`config.mk`:
```
export PLATFORM = sky130hd
export DESIGN_NAME = iic_access_arbiter
export DESIGN_NICKNAME = d
export VERILOG_FILES = /design/src/rtl/iic_access_arbiter.sv
export SDC_FILE = /design/constraint.sdc
export NUM_CORES = 1
export LEC_CHECK = 0
export CELL_PAD_IN_SITES_DETAIL_PLACEMENT = 1
export CELL_PAD_IN_SITES_GLOBAL_PLACEMENT = 2
export CORE_AREA = 2 2 106 108
export CTS_CLUSTER_DIAMETER = 50
export CTS_CLUSTER_SIZE = 12
export DETAILED_ROUTE_END_ITERATION = 12
export DIE_AREA = 0 0 108 110
export PLACE_DENSITY_LB_ADDON = 0.25
export SLEW_MARGIN = 20
export SYNTH_ARGS = -nofsm -noshare
export SYNTH_HDL_FRONTEND = slang
export SYNTH_SLANG_ARGS = --single-unit
```
`constraint.sdc`:
```
create_clock -name clk_10MHz -period 2.24 [get_ports clk_10MHz]
set_input_delay 0.336 -clock clk_10MHz [delete_from_list [all_inputs] [get_ports clk_10MHz]]
set_output_delay 0.336 -clock clk_10MHz [all_outputs]
set_load 0.005 [all_outputs]
```
`src/rtl/iic_access_arbiter.sv`:
```
// rtl/iic_access_arbiter.sv - round-robin arbiter sharing one IIC master; optional busy timeout via IIC_ARB_TIMEOUT_EN
module iic_access_arbiter #(
    parameter int NREQ     = 2,
    parameter int WR_PULSE = 10,
    parameter int TIMEOUT  = 1023
) (
    input  logic               clk_10MHz,
    input  logic               rst,
    input  logic [NREQ-1:0]    req,
    input  logic [8*NREQ-1:0]  req_dev,
    input  logic [16*NREQ-1:0] req_reg,
    input  logic [8*NREQ-1:0]  req_dat,
    input  logic [NREQ-1:0]    req_reg2,
    output logic [NREQ-1:0]    gnt,
    output logic [NREQ-1:0]    done,
    output logic [NREQ-1:0]    err,
    output logic [7:0]         Addr,
    output logic [15:0]        Reg_Addr,
    output logic [7:0]         Reg_Data,
    output logic               Reg2Addr,
    output logic               IIC_Write,
    input  logic               IIC_Busy,
    output logic               Ctrl_IIC
);

    localparam int PW = $clog2(NREQ);
    localparam int SW = PW + 1;
    localparam int CW = $clog2(WR_PULSE + 1);

    typedef enum logic [2:0] {
        IDLE,
        ISSUE,
        WAIT_BUSY,
        WAIT_DONE,
        FINISH
    } state_t;

    state_t          state;
    state_t          state_next;
    logic [PW-1:0]   ptr;
    logic [PW-1:0]   winner;
    logic [PW-1:0]   pick;
    logic            any_req;
    logic [CW-1:0]   wr_cnt;
    logic            busy_seen;

    logic [7:0]      dev_slot [NREQ];
    logic [15:0]     reg_slot [NREQ];
    logic [7:0]      dat_slot [NREQ];

`ifdef IIC_ARB_TIMEOUT_EN
    localparam int TW = $clog2(TIMEOUT + 1);
    logic [TW-1:0]   to_cnt;
    logic            timed_out;
`endif

    // Unpack the flat requester buses into per-slot fields
    for (genvar g = 0; g < NREQ; g++) begin : g_slot
        assign dev_slot[g] = req_dev[8*g +: 8];
        assign reg_slot[g] = req_reg[16*g +: 16];
        assign dat_slot[g] = req_dat[8*g +: 8];
    end

    // Round-robin pick: first requesting slot at or after ptr, wrapping
    always_comb begin
        logic [SW-1:0] sum;
        logic [PW-1:0] idx;
        pick    = '0;
        any_req = 1'b0;
        sum     = '0;
        idx     = '0;
        for (int k = NREQ - 1; k >= 0; k--) begin
            sum = {1'b0, ptr} + SW'(k);
            if (sum >= SW'(NREQ)) begin
                sum = sum - SW'(NREQ);
            end
            idx = sum[PW-1:0];
            if (req[idx]) begin
                pick    = idx;
                any_req = 1'b1;
            end
        end
    end

    // FSM state register
    always_ff @(posedge clk_10MHz) begin
        if (rst) begin
            state <= IDLE;
        end else begin
            state <= state_next;
        end
    end

    // FSM next-state and completion pulses to the winner
    always_comb begin
        state_next = state;
        done       = '0;
        err        = '0;
        case (state)
            IDLE: begin
                if (any_req && !IIC_Busy) begin
                    state_next = ISSUE;
                end
            end
            ISSUE: begin
                if (wr_cnt == CW'(WR_PULSE)) begin
                    state_next = WAIT_BUSY;
                end
            end
            WAIT_BUSY: begin
                if (IIC_Busy || busy_seen) begin
                    state_next = WAIT_DONE;
                end
`ifdef IIC_ARB_TIMEOUT_EN
                else if (to_cnt == TW'(TIMEOUT - 1)) begin
                    state_next = FINISH;
                end
`endif
            end
            WAIT_DONE: begin
                if (!IIC_Busy) begin
                    state_next = FINISH;
                end
            end
            FINISH: begin
                state_next = IDLE;
`ifdef IIC_ARB_TIMEOUT_EN
                if (timed_out) begin
                    err[winner] = 1'b1;
                end else begin
                    done[winner] = 1'b1;
                end
`else
                done[winner] = 1'b1;
`endif
            end
            default: state_next = IDLE;
        endcase
    end

    // Grant latching, strobe timing, busy capture and pointer advance
    always_ff @(posedge clk_10MHz) begin
        if (rst) begin
            ptr       <= '0;
            winner    <= '0;
            gnt       <= '0;
            Ctrl_IIC  <= 1'b0;
            IIC_Write <= 1'b0;
            wr_cnt    <= '0;
            busy_seen <= 1'b0;
            Addr      <= 8'h6C;
            Reg_Addr  <= 16'h0000;
            Reg_Data  <= 8'h00;
            Reg2Addr  <= 1'b1;
`ifdef IIC_ARB_TIMEOUT_EN
            to_cnt    <= '0;
            timed_out <= 1'b0;
`endif
        end else begin
            IIC_Write <= 1'b0;
            case (state)
                IDLE: begin
                    if (state_next == ISSUE) begin
                        winner    <= pick;
                        gnt       <= NREQ'(1) << pick;
                        Ctrl_IIC  <= 1'b1;
                        Addr      <= dev_slot[pick];
                        Reg_Addr  <= reg_slot[pick];
                        Reg_Data  <= dat_slot[pick];
                        Reg2Addr  <= req_reg2[pick];
                        wr_cnt    <= '0;
                        busy_seen <= 1'b0;
`ifdef IIC_ARB_TIMEOUT_EN
                        to_cnt    <= '0;
                        timed_out <= 1'b0;
`endif
                    end
                end
                ISSUE: begin
                    // Strobe is registered so it starts one clock after gnt
                    if (wr_cnt < CW'(WR_PULSE)) begin
                        IIC_Write <= 1'b1;
                        wr_cnt    <= wr_cnt + CW'(1);
                    end
                    // A fast master may assert busy before the strobe ends
                    if (IIC_Busy) begin
                        busy_seen <= 1'b1;
                    end
                end
                WAIT_BUSY: begin
`ifdef IIC_ARB_TIMEOUT_EN
                    to_cnt <= to_cnt + TW'(1);
                    if (state_next == FINISH) begin
                        timed_out <= 1'b1;
                    end
`endif
                end
                FINISH: begin
                    gnt      <= '0;
                    Ctrl_IIC <= 1'b0;
                    if (winner == PW'(NREQ - 1)) begin
                        ptr <= '0;
                    end else begin
                        ptr <= winner + PW'(1);
                    end
                end
                default: begin
                end
            endcase
        end
    end

endmodule

```
run_1/closeup.png
Window x 71 to 91, y 72 to 92 um. Cells in grey, sequential cells in the stronger grey; small squares are vias.
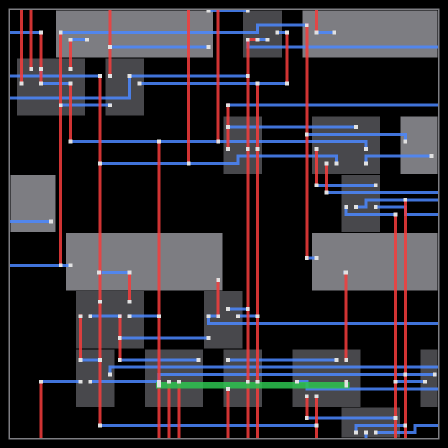
M1 -> blue
M2 -> red
M3 -> green
cells with their middle in the window = 17
sequential cells in the window = 4
netlist names of flops here include = `Reg_Addr` (4)
most frequent = a21oi_1 (5), dfxtp_1 (4), a311oi_1 (4)

run_1/layers.png
Scale: 4 px per um. Only two layers are drawn.
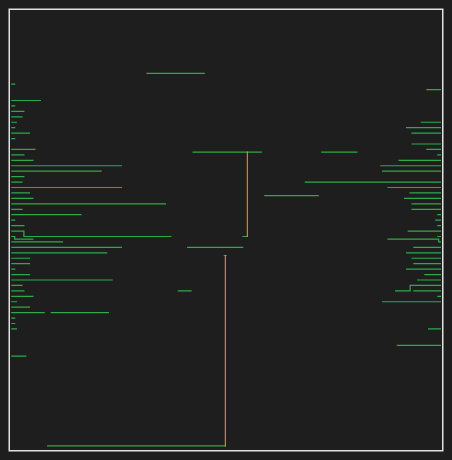
M3 -> green  # wire length 771 um
M4 -> orange  # wire length 68.7 um

run_1/clock_nets.png
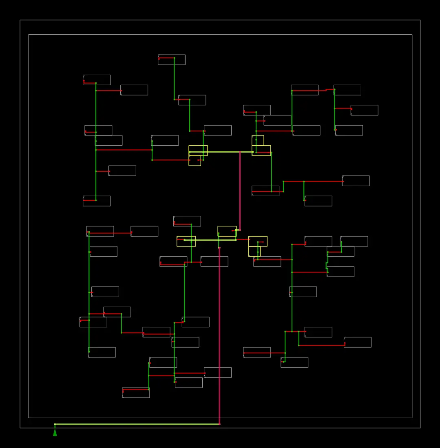
CTS buffer count: 5
clk_lat worst skew: 0.31 ns
Setup Skew: 0.0116 ns
seq_cells: 47
clock sink count: 47

==> run summary, run 1 <==
Seq share, synth: 0.406
Largest net degree at the start of global routing: 67
Clock Buffer Count: 5
Critical path required time: 1.90 ns
Reg clk slew, reported paths: 0.09 ns
Final Hold Fails: 0
Yosys chip area: 0.00232 mm^2
Total routed wirelength: 8.30 mm
# IOs: 112
Critical Path Max Stage Delay: 0.50 ns
Register Area: 941 um^2
Top-area cell share: 0.406
Leak pwr: 1.22 nW
Synth area leader: dfxtp_1
Logic share of the area: 0.333
Starting DRT DRC Count: 86
Number of global-route vias before repair: 2,571
Bufs w/o clock: 123
Total GRT Usage: 0.141
Yosys reg bits: 47
Max-cap violations: 0
GR Overflow Total: 0
Critical R2R Capture: Reg2Addr
Die Span Y: 110 um
Simple Share, Synth: 0.188
# fillers: 1,277
Die Width: 108 um
Top cell excl fill/tap: clkdlybuf4s50_1
Clock H-tree levels: 2
Clock Root Buffer: clkbuf_8
Outcome: finished clean
Final min period: 2.12 ns
Logic area: 0.00123 mm^2
Nets: 443
Vias: 2,480
# Cells Yosys: 272
Most used routing layer: met2
R2r setup slk: 0.45 ns
Slew at the pin closest to its max-slew limit: 0.722 ns
Fin. max-slew vios: 0
Worst path cell trace: or3b_4, nor2_1, clkdlybuf4s50_1
Number of buffers added on ports: 109
Synth Area per Inst: 8.52 um^2
Pre-Place Util: 0.217
Std cell rows: 38
Tap cell count: 140
CTS tree: built
Post-CTS setup buffers: 0
## run 1: through the flow
stage / hold WS, ns / cell area, um^2 / instances / util / power, mW
3_5_place_dp: 0.465 / 3600 / 503 / 0.336 / 1.49
5_1_grt: 0.514 / 3690 / 511 / 0.345 / 2.15
3_3_place_gp: 0.461 / 3600 / 503 / 0.336 / 1.49
6_report: 0.474 / 3690 / 511 / 0.345 / 2.02
4_1_cts: 0.482 / 3690 / 511 / 0.345 / 2.06
2_1_floorplan: 0.445 / 2320 / 273 / - / 1.16
## run 1: worst min-delay path by stage
stage / to / slack [ns] / depth (start not counted)
after CTS: Ctrl_IIC / 0.48 / 2
after global routing: busy_seen / 0.51 / 2
after floorplan: busy_seen / 0.44 / 2
after global placement: busy_seen / 0.46 / 2
after detailed placement: Ctrl_IIC / 0.46 / 2
final: Ctrl_IIC / 0.47 / 2
## run 1: timing repair
action | 4_1_cts | 5_1_grt
gates resized | 1 | 0
endpoints found under the setup margin | 2 | 0
hold buffers | 0 | 0
endpoints found under the hold margin | 0 | 0
## run 1: metal layers
layer / share of wire / wire length, um
met1: 0.46 / 3840
met2: 0.44 / 3620
met3: 0.093 / 771
met4: 0.0082 / 68
met5: 0 / 0
## run 1: report_power, final
part / switching (mW) / internal (mW) / total, mW
clock network: 0.327 / 0.233 / 0.560
registers: 0.0406 / 0.900 / 0.941
logic: 0.211 / 0.308 / 0.519
## run 1: worst max-delay path: cells and delay by family, from the launching register on
family | cells | cell delay [ns]
buf+inv | 1 | 0.50
flops | 1 | 0.40
simple gates | 2 | 0.58
## run 1: sequential cells by signal (all words and copies together), names as in the netlist
signal,count
winner,1
Reg_Data,8
Reg2Addr,1
IIC_Write,1
ptr,1
gnt,2
Reg_Addr,16
Addr,8
state,3
busy_seen,1
Ctrl_IIC,1
wr_cnt,4
--- run 2 (diff from run 1) ---
CELL_PAD_IN_SITES_DETAIL_PLACEMENT = 0   (was 1)
run_2/port_trees.png
Scale: 3 px per um.
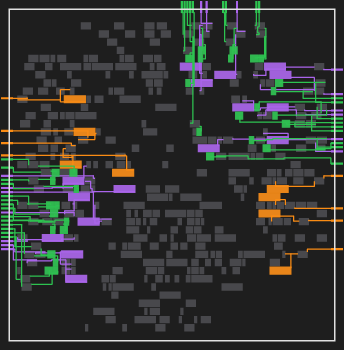
`Reg_Addr` -> purple  # bits 16, direction output, end cells 16, wire 538 um
`req_reg` -> green  # bits 32, direction input, end cells 32, wire 734 um
`Addr` -> orange  # bits 8, direction output, end cells 8, wire 235 um

run_2/layers.png
Scale: 4 px per um. Only two layers are drawn.
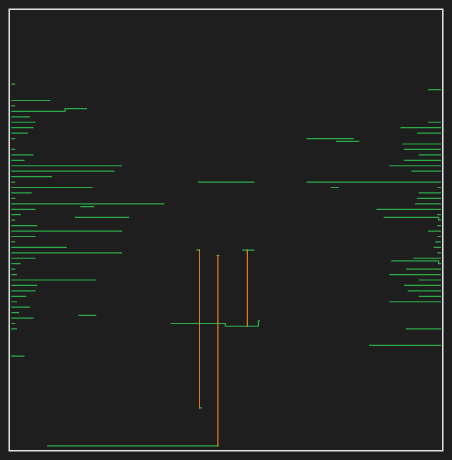
drt wl/cell: 15.9 um
Vias: 2,462
total routed wirelength: 8.12 mm

run_2/clock_nets.png
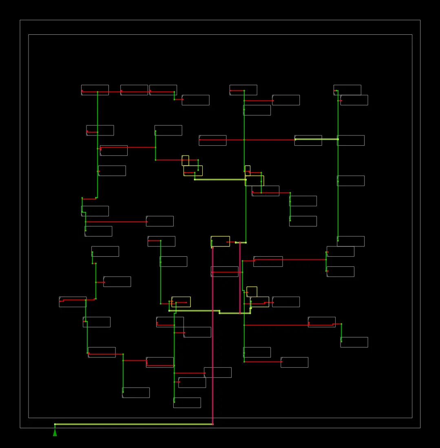
Clock net power: 0.529 mW
Setup Skew: 0.00840 ns

==> run 2 against run 1 <==
  * Via count shrank 0.73%
  * Setup slack better by 0.027 ns
  * Total power fell by 1.6%
  * Non-clock buffer count is the same
  * Sequential cell count stayed put
  * Cell area down 0.24%
  * Cell count stayed put
  * Area after synthesis is the same
  * First-iteration DRC count fell by 14%
==> run summary, run 2 <==
# fillers: 1,127
Std cell rows: 38
Fin Hold WS: 0.461 ns
Outcome: finished clean
Pre-Place Util: 0.217
Fin. max-slew vios: 0
Max-cap violations: 0
Register Area: 942 um^2
Die Width: 108 um
Clock Root Buffer: clkbuf_8
Leak pwr: 1.22 nW
CP bufs+invs: 1
Seq share, synth: 0.406
Design Area, Final: 0.00368 mm^2
# Cells Yosys: 272
Nets: 443
GR Overflow Total: 0
Top cell excl fill/tap: clkdlybuf4s50_1
Yosys reg bits: 47
Total power of the final layout: 1.99 mW
Reg clk slew, reported paths: 0.09 ns
Starting DRT DRC Count: 74
Slew at the pin closest to its max-slew limit: 0.702 ns
Max FFs per register: 16
CTS buffer count: 5
Largest net degree at the start of global routing: 67
Biggest registers after layout: Reg_Addr: 16 flops, Addr: 8 flops, Reg_Data: 8 flops
Number of global-route vias before repair: 2,527
# IOs: 112
Post-CTS setup buffers: 0
Logic area: 0.00123 mm^2
Final core occ: 0.344
-- run 2: area by class of cell --
type,count,share of cell area
clock inverter,2,0.00340
inverter,6,0.00611
multi-input combinational,187,0.334
tap,140,0.0475
clock buffer,6,0.0197
timing repair buffer,123,0.333
sequential,47,0.256
-- run 2: what timing repair did --
item	4_1_cts	5_1_grt
endpoints found under the hold margin	0	0
endpoints found under the setup margin	2	1
resized	1	1
-- run 2: cells by family (layout without fill, tap and decap cells) --
logic type      Yosys count  after routing  share of synthesized area
fa+ha+maj                 2              2                     0.0108
flops                    47             47                      0.406
mux                       1              1                    0.00432
compound gates          115            115                      0.317
simple gates             67             67                      0.188
other cells               1              2                    0.00162
buf+inv                  39            137                     0.0723
-- run 2: power by group --
| part | switching, mW | internal, mW |
|---|---|---|
| Clock | 0.310 | 0.219 |
| Sequential | 0.0400 | 0.900 |
| Combinational | 0.210 | 0.308 |
| Total | 0.560 | 1.43 |
-- run 2: worst paths after layout --
| path | end | startpoint | slack [ns] | depth (start not counted) |
|---|---|---|---|---|
| max | done[1] | state[0] | 0.15 | 3 |
| min | Ctrl_IIC | Ctrl_IIC | 0.46 | 2 |
| max reg2reg | gnt[0] | state[2] | 0.46 | 4 |
| min reg2reg | Ctrl_IIC | Ctrl_IIC | 0.46 | 2 |
-- run 2: worst reg2reg max path, cell delays in order (launching register included) --
cell and delay [ns]:
dfxtp_1 0.32, buf_4 0.15, or4_1 0.62, or3_1 0.44, o2111a_1 0.15
-- run 2: through the flow --
step	cells	worst slack (ns)
after floorplan	273	0.600
after global placement	503	0.223
after global routing	511	0.00549
final	511	0.145
after CTS	511	0.126
after detailed placement	503	0.196
--- run 3 (diff from run 2) ---
REMOVE_ABC_BUFFERS = 1   (was unset)
SKIP_CTS_REPAIR_TIMING = 1   (was unset)
run_3/closeup.png
Window x 71 to 91, y 72 to 92 um. Cells in grey, sequential cells in the stronger grey; small squares are vias.
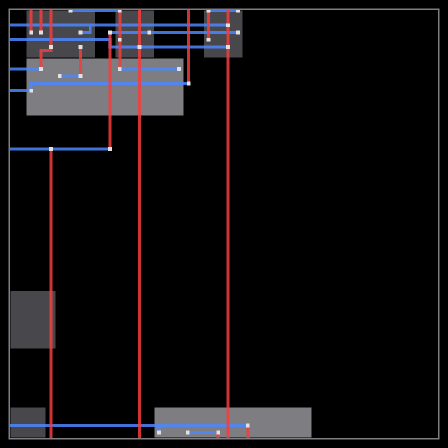
M1 -> blue
M2 -> red
most frequent = dfxtp_1 (2), a21oi_1 (2)
cells with their middle in the window = 6
sequential cells in the window = 2
netlist names of flops here include = `Addr` (1), `Reg_Addr` (1)

run_3/port_trees.png
Scale: 3 px per um.
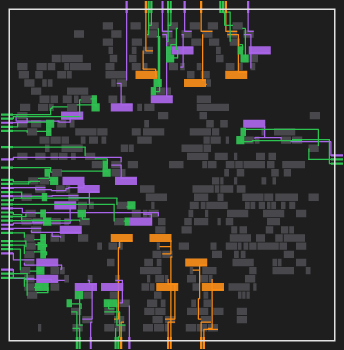
# IOs: 112
number of buffers added on ports: 109

run_3/layers.png
Scale: 4 px per um. Only two layers are drawn.
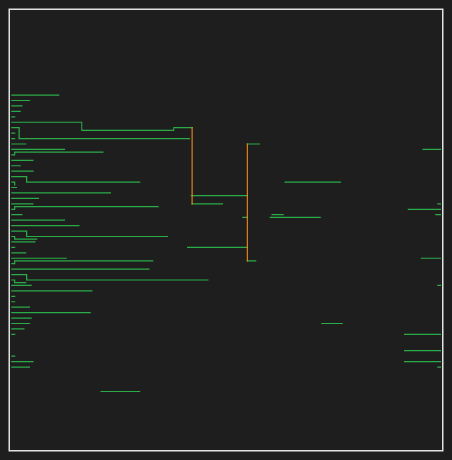
M3 -> green  # wire length 715 um
M4 -> orange  # wire length 48.3 um

==> run 3 against run 2 <==
  * Clock skew is 0.00099 ns higher
  * Routed wire length rose by 1.1%
  * Clock power rose by 25%
  * Combinational power about the same
  * Highest routed layer unchanged
==> run summary, run 3 <==
Starting DRT DRC Count: 84
Total power of the final layout: 2.12 mW
Top cell excl fill/tap: clkdlybuf4s50_1
Sw frac: 0.259
Largest net degree at the start of global routing: 47
GR Overflow Total: 0
Outcome: finished clean
Design Area, Final: 0.00373 mm^2
Switching power: 0.549 mW
Biggest registers after layout: Reg_Addr: 16 flops, Addr: 8 flops, Reg_Data: 8 flops
Vias: 2,418
CP startpoint: state[0]
Clock Power Share: 0.311
Critical Path Max Stage Delay: 0.51 ns
Total routed wirelength: 8.21 mm
Yosys chip area: 0.00232 mm^2
Internal: 1.57 mW
Number of global-route vias before repair: 2,402
Worst setup slack after layout: 0.106 ns
R2r setup slk: 0.48 ns
Crit Reg-Reg Startpoint: state[2]
Clock Root Buffer: clkbuf_8
Register Area: 943 um^2
Seq share, synth: 0.406
Synth Area per Inst: 8.52 um^2
Std cell rows: 38
Yosys reg bits: 47
Stages on the worst setup path: 3
Final core occ: 0.349
Critical R2R Capture: Reg_Data[1]
Clock H-tree levels: 2
Die Span Y: 110 um
Top-area cell share: 0.406
Setup Skew: 0.00939 ns
run 3: cell counts after synthesis:
Identical to the previous run, type by type.
run 3: logic make-up after synthesis:
group | after synthesis | synth area share
flip-flops | 47 | 0.406
AND-OR/OR-AND | 115 | 0.317
buffers and inverters | 39 | 0.0723
AND/OR/NAND/NOR | 67 | 0.188
multiplexers | 1 | 0.00432
other | 1 | 0.00162
adder cells (fa/ha/maj) | 2 | 0.0108
run 3: power by group through the flow:
stage               logic (mW)  clock network, mW  registers [mW]
floorplan                0.168                  0           0.958
finish                   0.519              0.660           0.941
global route             0.569              0.710           0.949
global placement         0.526                  0           0.960
detailed placement       0.527                  0           0.959
CTS                      0.528              0.694           0.942
run 3: cell type report:
cell class	instances	share of cell area
clock buffer	6	0.0221
timing repair buffer	123	0.333
inverter	6	0.00604
clock inverter	2	0.00940
tap	140	0.0470
sequential	47	0.253
multi-input combinational	187	0.330
run 3: how the worst min path moves through the flow:
stage                    from        end  slack (ns)  depth (start not counted)
finish               Ctrl_IIC   Ctrl_IIC        0.46                          2
global route        busy_seen  busy_seen        0.49                          2
CTS                  Ctrl_IIC   Ctrl_IIC        0.46                          2
detailed placement   Ctrl_IIC   Ctrl_IIC        0.45                          2
global placement     Ctrl_IIC   Ctrl_IIC        0.45                          2
floorplan                 rst   Ctrl_IIC        0.41                          1
run 3: per-layer routing:
layer,up-vias,share of wire,global-route usage
li1,1222,-,-
met1,1116,0.44,0.180
met2,73,0.47,0.225
met3,7,0.087,0.0541
met4,0,0.0058,0.0220
met5,-,0,0
run 3: tightest hold or removal path: stages, from the launching register on:
cell and delay (ns):
dfxtp_1 0.32, nand2_1 0.05, a21oi_1 0.05

==> layout pictures side by side <==
Signal wires on met2.
Scale: 3 px per um.
shot_01.png
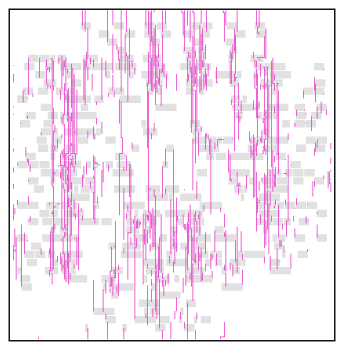
shot_02.png
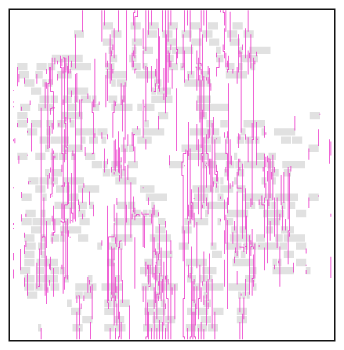
shot_01.png is run 2.
shot_02.png is run 3.

Key to shot_02.png:
nets with wire on the layer = 353
wire length on this layer = 3,840 um
share of all routed wire = 47%

Power and IR drop assume default switching activity.
